<file path="src/rtl/cart_unlock_host.sv">
`default_nettype none
// ============================================================================
//  Module   : cart_unlock_host
//  Purpose  : Console-side initiator for the cartridge unlock handshake:
//             reset pulse, 5A/A5 address steps, SO frame capture and check.
//  Revision : 1.0
// ============================================================================
module cart_unlock_host #(
    parameter logic [15:0] EXP_WORD   = 16'h28A0,
    parameter int          RST_CYCLES = 4,
    parameter int          TIMEOUT    = 32,
    parameter int          MAX_RETRY  = 2,
    parameter logic [7:0]  ADDR_IDLE  = 8'hFF
) (
    input  logic        CLK,
    input  logic        RSTn,
    input  logic        START,
    input  logic        SI,
    output logic        CART_RSTn,
    output logic [7:0]  ADDR_OUT,
    output logic        BUSY,
    output logic        DONE,
    output logic        OK,
    output logic        ERR_TIMEOUT,
    output logic        ERR_FRAME,
    output logic [15:0] RX_WORD
);

    localparam int CNT_MAX_A = (TIMEOUT > RST_CYCLES) ? TIMEOUT : RST_CYCLES;
    localparam int CNT_MAX   = (CNT_MAX_A > 16) ? CNT_MAX_A : 16;
    localparam int CNT_W     = $clog2(CNT_MAX + 1);

    localparam logic [CNT_W-1:0] RST_LAST   = CNT_W'(RST_CYCLES - 1);
    localparam logic [CNT_W-1:0] WAIT_LAST  = CNT_W'(TIMEOUT - 1);
    localparam logic [CNT_W-1:0] SHIFT_LAST = CNT_W'(15);
    localparam logic [2:0]       RETRY_LIM  = 3'(MAX_RETRY);
    localparam logic [7:0]       ADDR_ACK   = 8'h5A;
    localparam logic [7:0]       ADDR_NAK   = 8'hA5;

    typedef enum logic [2:0] {
        S_IDLE  = 3'd0,
        S_CRST  = 3'd1,
        S_ACK   = 3'd2,
        S_NAK   = 3'd3,
        S_WAIT  = 3'd4,
        S_SHIFT = 3'd5,
        S_STOP  = 3'd6,
        S_FIN   = 3'd7
    } state_t;

    state_t           state;
    state_t           state_n;
    logic [CNT_W-1:0] cnt;
    logic [CNT_W-1:0] cnt_n;
    logic [2:0]       retry;
    logic [2:0]       retry_n;
    logic             clear_flags;
    logic             set_ok;
    logic             set_to;
    logic             set_fr;
    logic             shift_en;
    logic             fail_to;
    logic             fail_fr;

    always_ff @(posedge CLK or negedge RSTn) begin
        if (!RSTn) begin
            state <= S_IDLE;
            cnt   <= '0;
            retry <= '0;
        end else begin
            state <= state_n;
            cnt   <= cnt_n;
            retry <= retry_n;
        end
    end

    always_comb begin
        state_n     = state;
        cnt_n       = cnt + CNT_W'(1);
        retry_n     = retry;
        clear_flags = 1'b0;
        set_ok      = 1'b0;
        set_to      = 1'b0;
        set_fr      = 1'b0;
        shift_en    = 1'b0;
        fail_to     = 1'b0;
        fail_fr     = 1'b0;

        case (state)
            S_IDLE: begin
                cnt_n = '0;
                if (START) begin
                    clear_flags = 1'b1;
                    retry_n     = '0;
                    state_n     = S_CRST;
                end
            end
            S_CRST: begin
                if (cnt == RST_LAST) begin
                    cnt_n   = '0;
                    state_n = S_ACK;
                end
            end
            S_ACK: begin
                cnt_n   = '0;
                state_n = S_NAK;
            end
            S_NAK: begin
                cnt_n   = '0;
                state_n = S_WAIT;
            end
            S_WAIT: begin
                // A start bit on the final allowed cycle still counts.
                if (!SI) begin
                    cnt_n   = '0;
                    state_n = S_SHIFT;
                end else if (cnt == WAIT_LAST) begin
                    fail_to = 1'b1;
                end
            end
            S_SHIFT: begin
                shift_en = 1'b1;
                if (cnt == SHIFT_LAST) begin
                    cnt_n   = '0;
                    state_n = S_STOP;
                end
            end
            S_STOP: begin
                cnt_n = '0;
                if (!SI && (RX_WORD == EXP_WORD)) begin
                    set_ok  = 1'b1;
                    state_n = S_FIN;
                end else begin
                    fail_fr = 1'b1;
                end
            end
            S_FIN: begin
                cnt_n   = '0;
                state_n = S_IDLE;
            end
            default: begin
                cnt_n   = '0;
                state_n = S_IDLE;
            end
        endcase

        // Errors are only reported once the retry budget is exhausted.
        if (fail_to || fail_fr) begin
            cnt_n = '0;
            if (retry < RETRY_LIM) begin
                retry_n = retry + 3'd1;
                state_n = S_CRST;
            end else begin
                set_to  = fail_to;
                set_fr  = fail_fr;
                state_n = S_FIN;
            end
        end
    end

    // Outputs are registered decodes of the next state so they line up with it.
    always_ff @(posedge CLK or negedge RSTn) begin
        if (!RSTn) begin
            CART_RSTn   <= 1'b1;
            ADDR_OUT    <= ADDR_IDLE;
            BUSY        <= 1'b0;
            DONE        <= 1'b0;
            OK          <= 1'b0;
            ERR_TIMEOUT <= 1'b0;
            ERR_FRAME   <= 1'b0;
            RX_WORD     <= '0;
        end else begin
            CART_RSTn <= (state_n != S_CRST);
            BUSY      <= (state_n != S_IDLE) && (state_n != S_FIN);
            DONE      <= (state_n == S_FIN);
            case (state_n)
                S_ACK:   ADDR_OUT <= ADDR_ACK;
                S_NAK:   ADDR_OUT <= ADDR_NAK;
                default: ADDR_OUT <= ADDR_IDLE;
            endcase

            if (clear_flags) begin
                OK          <= 1'b0;
                ERR_TIMEOUT <= 1'b0;
                ERR_FRAME   <= 1'b0;
            end
            if (set_ok) begin
                OK <= 1'b1;
            end
            if (set_to) begin
                ERR_TIMEOUT <= 1'b1;
            end
            if (set_fr) begin
                ERR_FRAME <= 1'b1;
            end
            if (shift_en) begin
                RX_WORD <= {SI, RX_WORD[15:1]};
            end
        end
    end

endmodule
`default_nettype wire

</file>
<file path="config.mk">
export PLATFORM = sky130hd
export DESIGN_NAME = cart_unlock_host
export DESIGN_NICKNAME = d
export VERILOG_FILES = /design/src/rtl/cart_unlock_host.sv
export SDC_FILE = /design/constraint.sdc
export NUM_CORES = 1
export LEC_CHECK = 0
export CAP_MARGIN = 20
export CORE_MARGIN = 5
export CORE_UTILIZATION = 50
export CTS_CLUSTER_SIZE = 14
export DETAILED_ROUTE_END_ITERATION = 7
export HOLD_SLACK_MARGIN = 0.06
export PLACE_DENSITY = 0.78
export SYNTH_ARGS = -nofsm -noshare
export SYNTH_HDL_FRONTEND = slang
export SYNTH_SLANG_ARGS = --single-unit
</file>
<file path="constraint.sdc">
create_clock -name CLK -period 3 [get_ports CLK]
set_input_delay 0.45 -clock CLK [delete_from_list [all_inputs] [get_ports CLK]]
set_output_delay 0.45 -clock CLK [all_outputs]
set_load 0.005 [all_outputs]
</file>
==> run_1/layer_met1.png <==
Cells faint in the background.
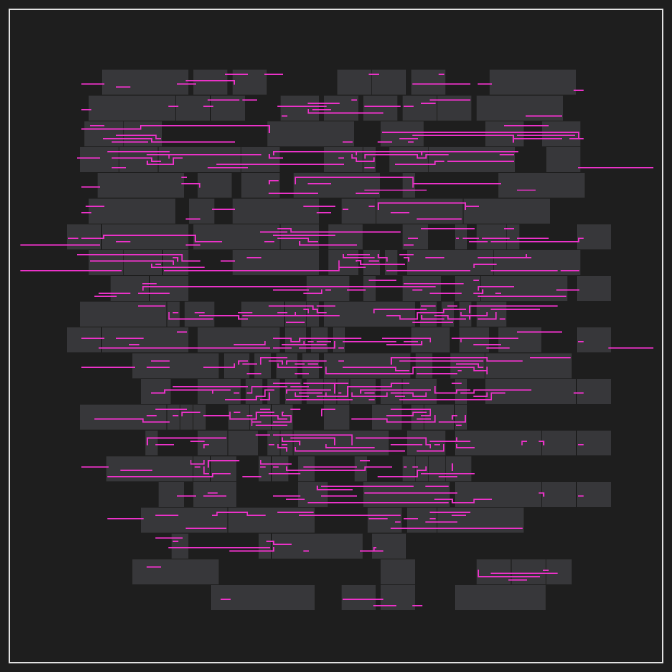
- nets with wire on the layer: 153
- share of all routed wire: 46%
- main direction: horizontal
- wire length on this layer: 1410 µm
- longest straight run: 30.8 µm

==> run_1/layer_met2.png <==
Scale bar: 20 µm.
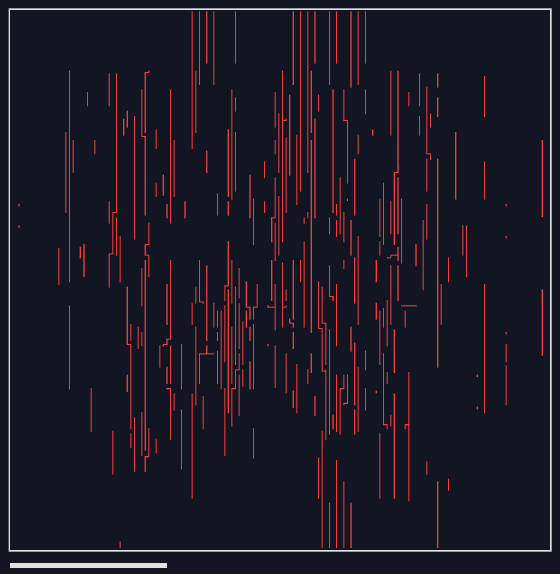
- nets with wire on the layer: 155
- wire length on this layer: 1510 µm
- share of all routed wire: 49%
- main direction: vertical
- longest straight run: 26.9 µm

==> out/metrics.csv, run 1 <==
metric,value,unit
outcome,"finished, final reports clean",
post_cts_resized,0,
fmax,0.509,GHz
cts_hold_buffers,0,
avgRoutedWirePerCell,14.1,µm
port_buffers,33,
xor_share,0.0253,
hp-start,cnt[0],
slew_violations,0,
r2r_end,BUSY,
hold_class,register to register,
dominant_cells,registers,
r2r_start,state[2],
rows,21,
setup_viol_count_final,0,
synth_warnings,0,
slowest_delay,0.65,ns
reg.largest.list,"RX_WORD: 16 flops, cnt: 6 flops",
ys.flop_type,dfrtp_1,
grtUsageTotal,0.144,
regMostFlops,RX_WORD,
clk_share,0.0359,
gp_congestion,0.879,
fin_area,2130,µm²
reg2reg_slack,1.04,ns
ioPinCount,34,
utilization,0.638,
drc,0,
largest_reg_flops,16,
sh_seq_area,0.425,
wl,3080,µm
ir_worst_vdd,0.584,mV
die_w,68.8,µm
ys.flops,36,
via_per_inst,5.22,
hold_slack,0.483,ns
logic_area,737,µm²
num-nonclk-inverters,4,
cp-endpoint,BUSY,
holdPathStages,1,
lay_top_cells,"dfrtp_1, clkdlybuf4s50_1, mux2_2",
cp.required,3.22,ns
gr-total-overflow,0,
clkbuf_count,6,
regArea,905,µm²
die_area,4740,µm²
ys_top_logic_family,simple AND/OR/NAND/NOR gates,
setup_ws,1.04,ns
nonClockBufferCount,34,
grt_setup_unrepaired,no,
timing.final.crit_share,0.655,
ys_sh_mux,0.110,
p_total,2.16,mW
power_density,1010,nW/µm²
synthAoiAreaFrac,0.101,
grt_pass1_wl,4990,µm
skew,0.00773,ns
dpl.cell_count,210,
syn-num-nets,147,
grtUsageMet3,0.0502,
cts_tree,yes,
wl_met2,1510,µm
n_tap_cell,46,
cp_top_family,AND-OR/OR-AND gates,
syn_inst,141,
cp.buffers_inverters,0,
grt_use_met2,0.234,
grt_pass1_vias,1116,
cts_inserted_buffers,5,
fin_nets,177,
whs_endpoint,cnt[0],
edf_count,0,
comb_area_share,0.346,
dieHeight,68.8,µm
synth_cell_type_count,42,
htree_levels,2,
syn_area_per_cell,12.3,µm²
worst_pin_slew,0.661,ns
startpoint_type,register,
sequential_cell_total,36,
ys_sh_adder,0.0145,
area_growth,23.0,%
dp_hpwl,2310,µm
synth_area,1730,µm²
synth_chip_area,1730,µm²
clock_sinks,36,
crit_chain,"nand3b_2, a31o_2, a311oi_4, a311o_2, a21oi_2",
grt_max_degree,37,
clockRootBuffer,clkbuf_4,
firstDrtPassIters,4,
crit_arrival,2.18,ns
fill_cells,274,
core,3340,µm²
nMultiInputCombCells,90,
dp_slack,0.739,ns
timing.final.crit_period,1.96,ns
endpoint_kind,register,
antenna_found_initial,0,
slew_headroom,0.558,
final_antenna_net_count,0,
critical_path_class,register to register,
routed-wl-met3,134,µm
cp_slowest_cell,dfrtp_1,
ys_sh_simple,0.176,
grtUsageMet1,0.178,
clock.latency.late_pin,0.34,ns
p_leak,0.932,nW
ys_seq_frac,0.523,
==> run_1/layer_met3.png <==
Scale bar: 20 µm.
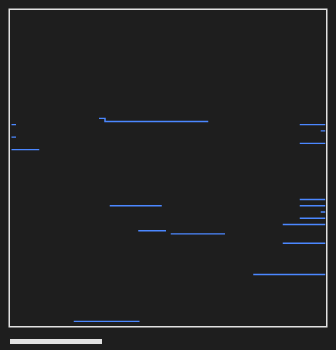
- longest straight run: 22.3 µm
- main direction: horizontal
- nets with wire on the layer: 15
- share of all routed wire: 4.4%
- wire length on this layer: 135 µm

run 1: Yosys cell counts, types with 2 or more instances:
cell type	n	area [µm²]
or3_1	2	12.5
inv_1	4	15.0
dfstp_2	3	78.8
a22o_1	3	26.3
ha_1	2	25.0
nand3_1	4	20.0
nor2_1	12	45.0
nor3b_1	2	15.0
xnor2_1	2	17.5
o21ai_0	3	15.0
a21oi_1	4	20.0
buf_2	2	10.0
and3_1	2	12.5
mux2_2	16	180
nand2_1	11	41.3
buf_4	6	45.0
xor2_1	3	26.3
and4bb_2	2	25.0
clkbuf_1	2	7.51
nor3_1	2	10.0
dfrtp_1	33	826
run 1: power breakdown:
group	switching [mW]	internal, mW
Sequential	0.227	0.681
Combinational	0.346	0.572
Clock	0.154	0.175
## Run 2: what changed since run 1
Settings changed: CORE_UTILIZATION 50 to 46, PLACE_DENSITY 0.78 to 0.75.
Clock period 3 ns to 1.57 ns, I/O delays scaled along.
==> run_2/layer_met2.png <==
Scale bar: 20 µm.
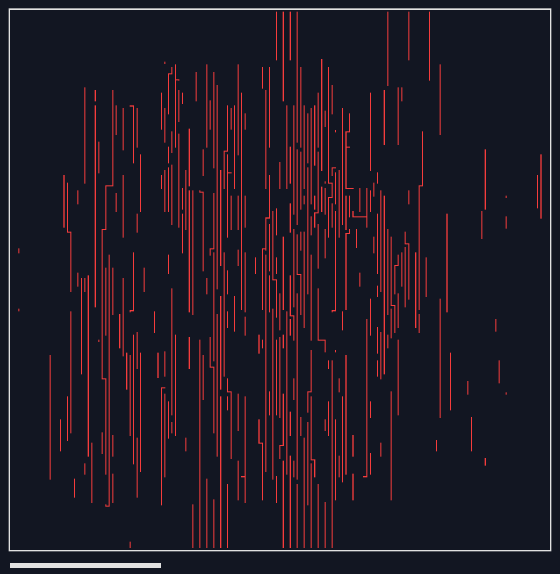
- wire length on this layer: 2210 µm
- main direction: vertical
- nets with wire on the layer: 200
- share of all routed wire: 55%
- longest straight run: 33.1 µm

==> run_2/layer_met1.png <==
Cells faint in the background.
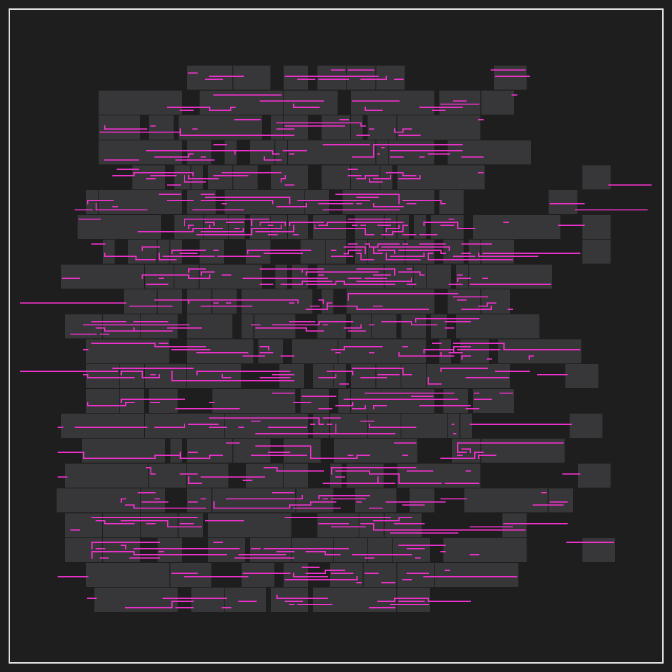
- share of all routed wire: 41%
- nets with wire on the layer: 198
- main direction: horizontal
- wire length on this layer: 1650 µm
- longest straight run: 16.6 µm

==> run 2 against run 1 <==
  * The run now ends with negative setup slack left
  * Sequential power rose by about 80%
  * Flip-flop count did not move
  * Core utilization rose by 6.8 points
  * First-iteration DRC count fell by 7.7%
  * Worst setup slack got worse by 1.1 ns
  * Synthesized cell count did not move
  * Critical endpoint is now retry[0]
==> out/metrics.csv, run 2 <==
metric,value,unit,change
ys_seq_frac,0.523,,unchanged
p_sw_frac,0.340,,was 0.338
grt_pass1_vias,1345,,was 1116
slowest_delay,0.44,ns,was 0.65 ns
cp_top_family,AND-OR/OR-AND gates,,unchanged
ys_top_logic_family,simple AND/OR/NAND/NOR gates,,unchanged
placed_cell_area,2320,µm²,was 2050 µm²
hold_class,primary input to async pin,,was register to register
p_leak,1.21,nW,was 0.932 nW
grt_use_met2,0.277,,was 0.234
clock_power,0.666,mW,was 0.329 mW
timing.final.crit_period,1.66,ns,was 1.96 ns
clock.latency.late_pin,0.29,ns,was 0.34 ns
regMostFlops,RX_WORD,,unchanged
setup_viol_count_final,7,,was 0
ys_sh_mux,0.110,,unchanged
ys.flops,36,,unchanged
cp.buffers_inverters,1,,was 0
largest_area_cell,dfrtp_1,,unchanged
skew,0.00603,ns,was 0.00773 ns
grtUsageMet1,0.192,,was 0.178
cp.required,1.77,ns,was 3.22 ns
hold_slack,0.301,ns,was 0.483 ns
cp_slowest_cell,dfrtp_1,,unchanged
crit_chain,"nand3b_4, a31o_2, a311oi_4, buf_4, mux2i_1",,"was nand3b_2, a31o_2, a311oi_4, a311o_2, a21oi_2"
port_buffers,33,,unchanged
synth.top_cells.by_count,"dfrtp_1, mux2_2, nor2_1, nand2_1, buf_4",,unchanged
firstDrtPassIters,4,,unchanged
gp_congestion,0.800,,was 0.879
ys_sh_adder,0.0145,,unchanged
avgRoutedWirePerCell,15.6,µm,was 14.1 µm
topCellsByArea,"dfrtp_1, mux2_2, dfstp_2",,unchanged
drc,0,,unchanged
wl,4050,µm,was 3080 µm
post_cts_resized,14,,was 0
drive_above_1_share,0.434,,was 0.227
utilization,0.705,,was 0.638
dpl.cell_count,245,,was 210
largest_reg_flops,16,,unchanged
syn_area_per_cell,12.3,µm²,unchanged
clock_sinks,36,,unchanged
power_density,1930,nW/µm²,was 1010 nW/µm²
htree_levels,2,,unchanged
timing.final.crit_share,1.06,,was 0.655
synth.most_common_cell,dfrtp_1,,unchanged
switchingPower,1.70,mW,was 0.727 mW
grtUsageMet3,0.0477,,was 0.0502
pwr-share-clk,0.133,,was 0.153
syn_inst,141,,unchanged
synth_cell_type_count,42,,unchanged
wl_met1,1650,µm,was 1410 µm
ioPinCount,34,,unchanged
combPwrFrac,0.540,,was 0.426
violations,negative setup slack,,
via_per_inst,5.12,,was 5.22
dp_slack,-0.377,ns,was 0.739 ns
lay_top_cells,"buf_4, dfrtp_1, clkdlybuf4s50_1",,"was dfrtp_1, clkdlybuf4s50_1, mux2_2"
die_area,5090,µm²,was 4740 µm²
cts_tree,yes,,unchanged
cts_hold_buffers,0,,unchanged
p_total,4.99,mW,was 2.16 mW
synthAoiAreaFrac,0.101,,unchanged
antenna_found_initial,0,,unchanged
fmax,0.602,GHz,was 0.509 GHz
die_w,71.3,µm,was 68.8 µm
power_frac_seq,0.327,,was 0.421
slew_headroom,0.640,,was 0.558
worst_pin_slew,0.532,ns,was 0.661 ns
edf_count,0,,unchanged
dp_hpwl,2850,µm,was 2310 µm
seq-power,1.63,mW,was 0.908 mW
slew_violations,0,,unchanged
syn-num-nets,147,,unchanged
core,3660,µm²,was 3340 µm²
crit_arrival,1.86,ns,was 2.18 ns
log.warning_count,29,,was 26
critical_path_class,register to register,,unchanged
final_antenna_net_count,0,,unchanged
rows,22,,was 21
ys_sh_simple,0.176,,unchanged
setup_ws,-0.0898,ns,was 1.04 ns
fin_area,2580,µm²,was 2130 µm²
outcome,"finished, violations left",,"was finished, final reports clean"
power.group.top,combinational logic,,unchanged
area_growth,49.2,%,was 23.0%
ir_worst_vdd,1.27,mV,was 0.584 mV
dieHeight,71.3,µm,was 68.8 µm
top_area_frac,0.477,,unchanged
endpoint_kind,register,,unchanged
synth_chip_area,1730,µm²,unchanged
routed-wl-met3,124,µm,was 134 µm
grtUsageTotal,0.162,,was 0.144
cts_inserted_buffers,5,,unchanged
path_max_fanout,6,,was 15
grt_max_degree,23,,was 37
xor_share,0.0253,,unchanged
comb_cell_power,2.69,mW,was 0.918 mW
tns,-0.359,ns,was 0 ns
ys.flop_type,dfrtp_1,,unchanged
synth_warnings,0,,unchanged
clockRootBuffer,clkbuf_8,,was clkbuf_4
synth_area,1730,µm²,unchanged
reg.largest.list,"RX_WORD: 16 flops, cnt: 6 flops",,unchanged
gr-total-overflow,0,,unchanged
wl_met2,2210,µm,was 1510 µm
grt_setup_unrepaired,yes,,was no
fin_nets,217,,was 177
internal_power,3.30,mW,was 1.43 mW
grt_pass1_wl,6470,µm,was 4990 µm
startpoint_type,register,,unchanged
-- run 2: final timing paths --
| kind | to | from | slack (ns) |
|---|---|---|---|
| max | retry[0] | state[0] | -0.09 |
| min | ERR_FRAME | RSTn | 0.30 |
| max reg2reg | retry[0] | state[0] | -0.09 |
| min reg2reg | ERR_FRAME | ERR_FRAME | 0.50 |
| max in group asynchronous | RX_WORD[15] | RSTn | 1.00 |
| min in group CLK | ERR_FRAME | ERR_FRAME | 0.50 |
-- run 2: layout make-up --
type	instances	area, µm²	share of cell area
Clock buffer	8	90.1	0.0349
Timing Repair Buffer	74	672	0.260
Multi-Input combinational cell	90	840	0.325
Sequential cell	36	906	0.351
Inverter	4	15.0	0.00581
Tap cell	48	60.1	0.0233
Power figures rest on the tool's default switching activity, not on a simulated workload.
